<file path="config.mk">
export PLATFORM = sky130hd
export DESIGN_NAME = imu_spi_sampler
export DESIGN_NICKNAME = d
export VERILOG_FILES = /design/src/rtl/imu_spi_sampler.sv
export SDC_FILE = /design/constraint.sdc
export NUM_CORES = 1
export LEC_CHECK = 0
export ABC_AREA = 1
export CAP_MARGIN = 5
export CORE_ASPECT_RATIO = 0.7
export CORE_UTILIZATION = 30
export DETAILED_ROUTE_END_ITERATION = 6
export PLACE_DENSITY = 0.44
export SETUP_SLACK_MARGIN = 0.5
export SLEW_MARGIN = 20
export SYNTH_ARGS = -nofsm -noshare
export SYNTH_HDL_FRONTEND = slang
export SYNTH_SLANG_ARGS = --single-unit
</file>
<file path="constraint.sdc">
create_clock -name clk -period 3.51 [get_ports clk]
set_input_delay 0.702 -clock clk [delete_from_list [all_inputs] [get_ports clk]]
set_output_delay 0.702 -clock clk [all_outputs]
set_load 0.02 [all_outputs]
</file>
<file path="src/rtl/imu_spi_sampler.sv">
// SPI mode-0 master that periodically reads one 16-bit IMU register and
// presents the result on a valid/ready output with a sticky overrun flag.
module imu_spi_sampler #(
  parameter int CLK_DIV = 4,
  parameter int SAMPLE_PERIOD = 1000,
  parameter logic [6:0] REG_ADDR = 7'h3B
) (
  input  logic        clk,
  input  logic        rst,
  input  logic        enable,
  input  logic        spi_miso,
  output logic        spi_sclk,
  output logic        spi_mosi,
  output logic        spi_cs_n,
  output logic [15:0] measurement,
  output logic        meas_valid,
  input  logic        meas_ready,
  output logic        busy,
  output logic        overrun,
  input  logic        clr_overrun
);

  localparam int PW = $clog2(SAMPLE_PERIOD);
  localparam int DW = (CLK_DIV > 1) ? $clog2(CLK_DIV) : 1;
  localparam logic [PW-1:0] PER_LAST = PW'(SAMPLE_PERIOD - 1);
  localparam logic [DW-1:0] DIV_LAST = DW'(CLK_DIV - 1);

  typedef enum logic [1:0] {IDLE, CS_SETUP, SHIFT, CS_HOLD} state_t;

  state_t        state;
  logic [PW-1:0] period_cnt;
  logic [DW-1:0] div_cnt;
  logic [4:0]    bit_cnt;
  logic [23:0]   tx;
  logic [15:0]   rx;
  logic          tick;
  logic          div_done;
  logic          new_sample;

  assign tick       = enable && (period_cnt == PER_LAST);
  assign div_done   = (div_cnt == DIV_LAST);
  assign new_sample = (state == CS_HOLD) && div_done;

  always_ff @(posedge clk or posedge rst) begin
    if (rst) begin
      period_cnt <= '0;
    end else if (!enable || period_cnt == PER_LAST) begin
      period_cnt <= '0;
    end else begin
      period_cnt <= period_cnt + 1'b1;
    end
  end

  always_ff @(posedge clk or posedge rst) begin
    if (rst) begin
      state       <= IDLE;
      div_cnt     <= '0;
      bit_cnt     <= '0;
      tx          <= '0;
      rx          <= '0;
      spi_sclk    <= 1'b0;
      spi_mosi    <= 1'b0;
      spi_cs_n    <= 1'b1;
      busy        <= 1'b0;
      measurement <= '0;
      meas_valid  <= 1'b0;
      overrun     <= 1'b0;
    end else begin
      case (state)
        IDLE: begin
          // Ticks arriving while a transaction is in flight are simply dropped.
          if (tick) begin
            tx       <= {1'b1, REG_ADDR, 16'h0000};
            spi_mosi <= 1'b1;
            spi_cs_n <= 1'b0;
            busy     <= 1'b1;
            div_cnt  <= '0;
            bit_cnt  <= '0;
            state    <= CS_SETUP;
          end
        end
        CS_SETUP: begin
          if (div_done) begin
            div_cnt <= '0;
            state   <= SHIFT;
          end else begin
            div_cnt <= div_cnt + 1'b1;
          end
        end
        SHIFT: begin
          if (!div_done) begin
            div_cnt <= div_cnt + 1'b1;
          end else begin
            div_cnt <= '0;
            if (!spi_sclk) begin
              // Only the last 16 bits survive, so the address phase falls out.
              spi_sclk <= 1'b1;
              rx       <= {rx[14:0], spi_miso};
            end else begin
              spi_sclk <= 1'b0;
              tx       <= {tx[22:0], 1'b0};
              spi_mosi <= tx[22];
              if (bit_cnt == 5'd23) begin
                bit_cnt <= '0;
                state   <= CS_HOLD;
              end else begin
                bit_cnt <= bit_cnt + 1'b1;
              end
            end
          end
        end
        CS_HOLD: begin
          if (div_done) begin
            div_cnt  <= '0;
            spi_cs_n <= 1'b1;
            busy     <= 1'b0;
            state    <= IDLE;
          end else begin
            div_cnt <= div_cnt + 1'b1;
          end
        end
        default: state <= IDLE;
      endcase

      if (new_sample) begin
        measurement <= rx;
        meas_valid  <= 1'b1;
      end else if (meas_valid && meas_ready) begin
        meas_valid <= 1'b0;
      end

      // A set on the same edge as a clear takes priority.
      if (new_sample && meas_valid && !meas_ready) begin
        overrun <= 1'b1;
      end else if (clr_overrun) begin
        overrun <= 1'b0;
      end
    end
  end

endmodule

</file>
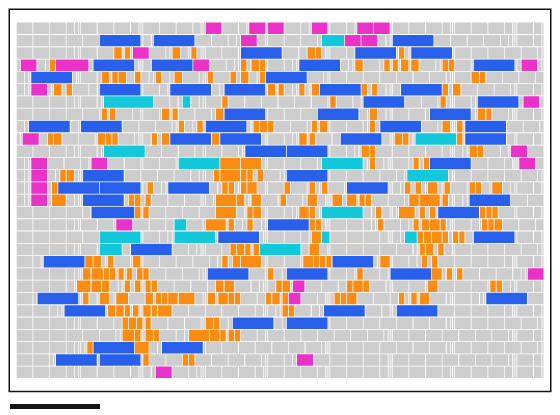
(cell classes on the final placement)
Scale bar: 20 um. Fill, decap, tap and diode cells in gray.
- sequential cells: blue (cells 64; share of their area 47%)
- combinational and other logic: orange (cells 258; share of their area 36%)
- clock drivers and dummy loads: cyan (cells 16; share of their area 8.9%)
- remaining buffers and delay cells: magenta (cells 30; share of their area 8.9%)

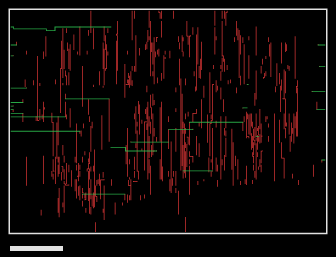
(signal wires by layer)
Scale bar: 20 um. Only two layers are drawn.
- metal 3: green (wire length 228 um)
- metal 2: red (wire length 2350 um)

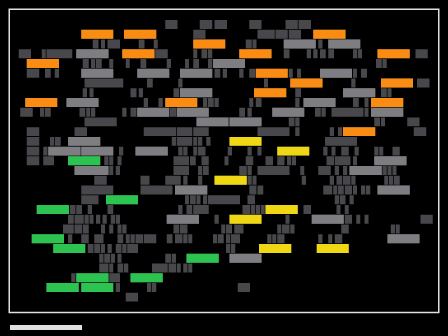
(sequential cells grouped by signal name)
Scale bar: 20 um. Other sequential cells in the stronger gray, the rest of the logic in the fainter gray.
- period_cnt: green (placed flops 10; where bottom left)
- measurement: orange (placed flops 16)
- tx: yellow (placed flops 7)

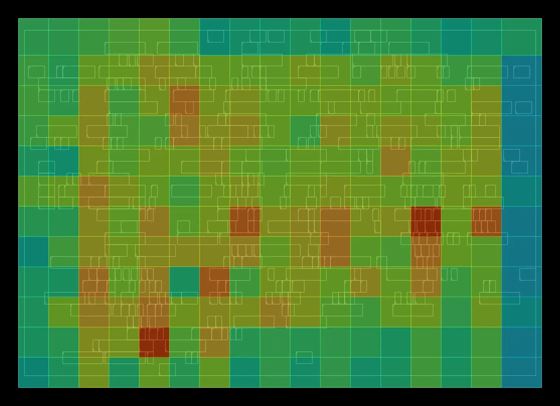
(congestion heat map)
routed len/inst: 11.7 um
met2 GRT Util: 0.191
fin util: 0.390

==> tightest hold or removal path, delay by kind of cell (launching register included) <==
kind             cells  cell delay (ns)
and+or+nand+nor      2             0.09
DFF                  1             0.34
==> per-stage QoR <==
stage	utilization	power (uW)	worst slack, ns	cells
6_report	0.390	1670	1.36	492
3_3_place_gp	0.357	791	1.14	476
5_1_grt	0.390	1750	1.22	492
2_1_floorplan	-	774	1.21	334
3_5_place_dp	0.357	791	1.07	476
4_1_cts	0.390	1700	1.33	492
==> per-layer routing <==
metal | track usage | up-vias | wire length (um)
met3 | 0.0469 | 4 | 227
met4 | 0.0511 | 0 | 54
met2 | 0.191 | 32 | 2350
li1 | - | 1125 | -
met1 | 0.183 | 975 | 3140
met5 | 0 | - | 0
==> final cells by class <==
type,count,share of cell area
clock inverters,5,0.0153
inverters,41,0.0428
well taps,124,0.0431
multi-input cells,217,0.298
clock buffers,11,0.0703
repair buffers,30,0.0849
flip-flops and latches,64,0.446
==> cell families after synthesis <==
family | synth area share
and+or+nand+nor | 0.250
DFF | 0.552
buffers and inverters | 0.0793
AOI/OAI and AO/OA | 0.0784
adders and majority gates | 0.0345
xor gates and xnor gates | 0.00604
==> sequential cells by signal (all words and copies together) (netlist names) <==
signal,count
rx,16
state,2
spi_cs_n,1
tx,7
spi_mosi,1
meas_valid,1
measurement,16
overrun,1
period_cnt,10
div_cnt,2
spi_sclk,1
bit_cnt,5
busy,1
==> power by group through the flow <==
stage | clock [uW] | sequential, uW | combinational, uW
finish | 895 | 745 | 31.3
global route | 968 | 745 | 37.0
CTS | 927 | 745 | 33.2
detailed placement | 0 | 758 | 33.2
global placement | 0 | 758 | 33.3
floorplan | 0 | 757 | 17.1
==> flow_metrics.env <==
# physical design summary
export IMPL_status="finished, final reports clean"
export IMPL_die_y_um=84.3
export IMPL_fillCellCount=968
export IMPL_fin_area_um2=3600
export IMPL_grt_remaining_overflow=0
export IMPL_power_share_switching=0.200
export IMPL_row_count=29
export IMPL_root_buffer="clkbuf_16"
export IMPL_syn_inst=334
export IMPL_crit_type="reg2out"
export IMPL_p_leak_uw=0.00166
export IMPL_place_gp_congestion=0.739
export IMPL_cts_resized=0
export IMPL_max_stage_delay_ns=0.61
export IMPL_drv_cap=0
export IMPL_grt_antenna_before_repair=0
export IMPL_power_internal_uw=1340
export IMPL_ys_flop_type="dfrtp_1"
export IMPL_grt_pass1_wl_mm=10.3
export IMPL_max_freq_mhz=465
export IMPL_design_core_area_um2=9220
export IMPL_crit_path_cell_trace="clkdlybuf4s50_1"
export IMPL_warning_count=30
export IMPL_dpl_hpwl_mm=3.73
export IMPL_pin_count=28
export IMPL_nets=377
export IMPL_fp_dieArea_um2=10100
export IMPL_fin_crit_sh=0.613
export IMPL_finClkSkew_ns=0.00421
export IMPL_yosys_stat_area_um2=2900
export IMPL_synth_flops=64
export IMPL_whs_ns=0.464
export IMPL_regToRegSetupSlack_ns=1.42
export IMPL_crit_required_ns=2.81
export IMPL_edf_count=0
export IMPL_postPlaceCellArea_um2=3290
export IMPL_yosys_top_cells_count="nand2_1 (92), dfrtp_1 (63), inv_1 (39)"
export IMPL_areaGrowthSynthToFinish_pct=23.9
export IMPL_clk_path_buf_depth=2
export IMPL_syn_area_per_cell_um2=8.69
export IMPL_grt_pass1_vias=2151
export IMPL_antenna_cells=0
export IMPL_lay_top_cells="nand2_1 (91), dfrtp_1 (63), inv_1 (38)"
export IMPL_startpoint="spi_cs_n$_DFFE_PP1P_"
export IMPL_power_density_nw_per_um2=464
export IMPL_ys_cells=334
export IMPL_hold_depth=2
export IMPL_syn_nets=348
export IMPL_min_period_ns=2.15
export IMPL_clock_latency_ns=0.32
export IMPL_r2r_end="bit_cnt[4]$_DFFE_PP0P_"
export IMPL_hold_start="tx[22]$_DFFE_PP0P_"
export IMPL_initCoreUtil=0.315
export IMPL_reg2reg_from="state[0]$_DFFE_PP0P_"
export IMPL_peakVddDrop_uv=243
export IMPL_synth_most_common_cell="nand2_1"
export IMPL_numCtsBuffers=9
export IMPL_crit_fanout=2
export IMPL_max_slew_margin=0.602
export IMPL_tns_ns=0
export IMPL_combPwrFrac=0.019
export IMPL_startpoint_type="register"
export IMPL_top_cell_area_share=0.543
export IMPL_die_w_um=120
export IMPL_hold_path_end="tx[22]$_DFFE_PP0P_"
export IMPL_viasPerCell=4.34
export IMPL_syn_area_um2=2900
export IMPL_routed_wl_mm=5.78
export IMPL_logic_area_um2=1070
export IMPL_cp_top_family="buffers and inverters"
export IMPL_rsz0062_at_grt="no"
export IMPL_io_buffers=27
export IMPL_hold_viol_final=0
export IMPL_netlist_top_cell_by_area="dfrtp_1"
export IMPL_regArea_um2=1600
export IMPL_clock_sinks=64
export IMPL_path_depth=1
export IMPL_drc_errors=0
export IMPL_cts_tree="yes"
export IMPL_h_tree_depth=3
export IMPL_vias=2136
export IMPL_cp_arrival_ns=1.45
export IMPL_track_usage=0.133
export IMPL_worstMarginPinSlew_ns=0.595
export IMPL_p_seq_frac=0.446
export IMPL_cts_hold_buffers=0
export IMPL_maxSlewViolCount=0
export IMPL_p_clk_frac=0.535
export IMPL_setup_violations=0
export IMPL_clk_transition_reported_paths_ns=0.06
export IMPL_ys_seq_share=0.552
export IMPL_final_antenna_net_count=0
export IMPL_topCellsByArea="dfrtp_1 (54%), nand2_1 (12%), inv_1 (5.0%), o21ai_0 (4.8%), ha_1 (3.4%)"
export IMPL_p_sw_uw=334
export IMPL_drt_first_pass_iters=4
export IMPL_post_cts_setup_buffers=0
export IMPL_crit_slowest_cell="clkdlybuf4s50_1"
No activity file was given, so power comes from the tool's default toggle rates.
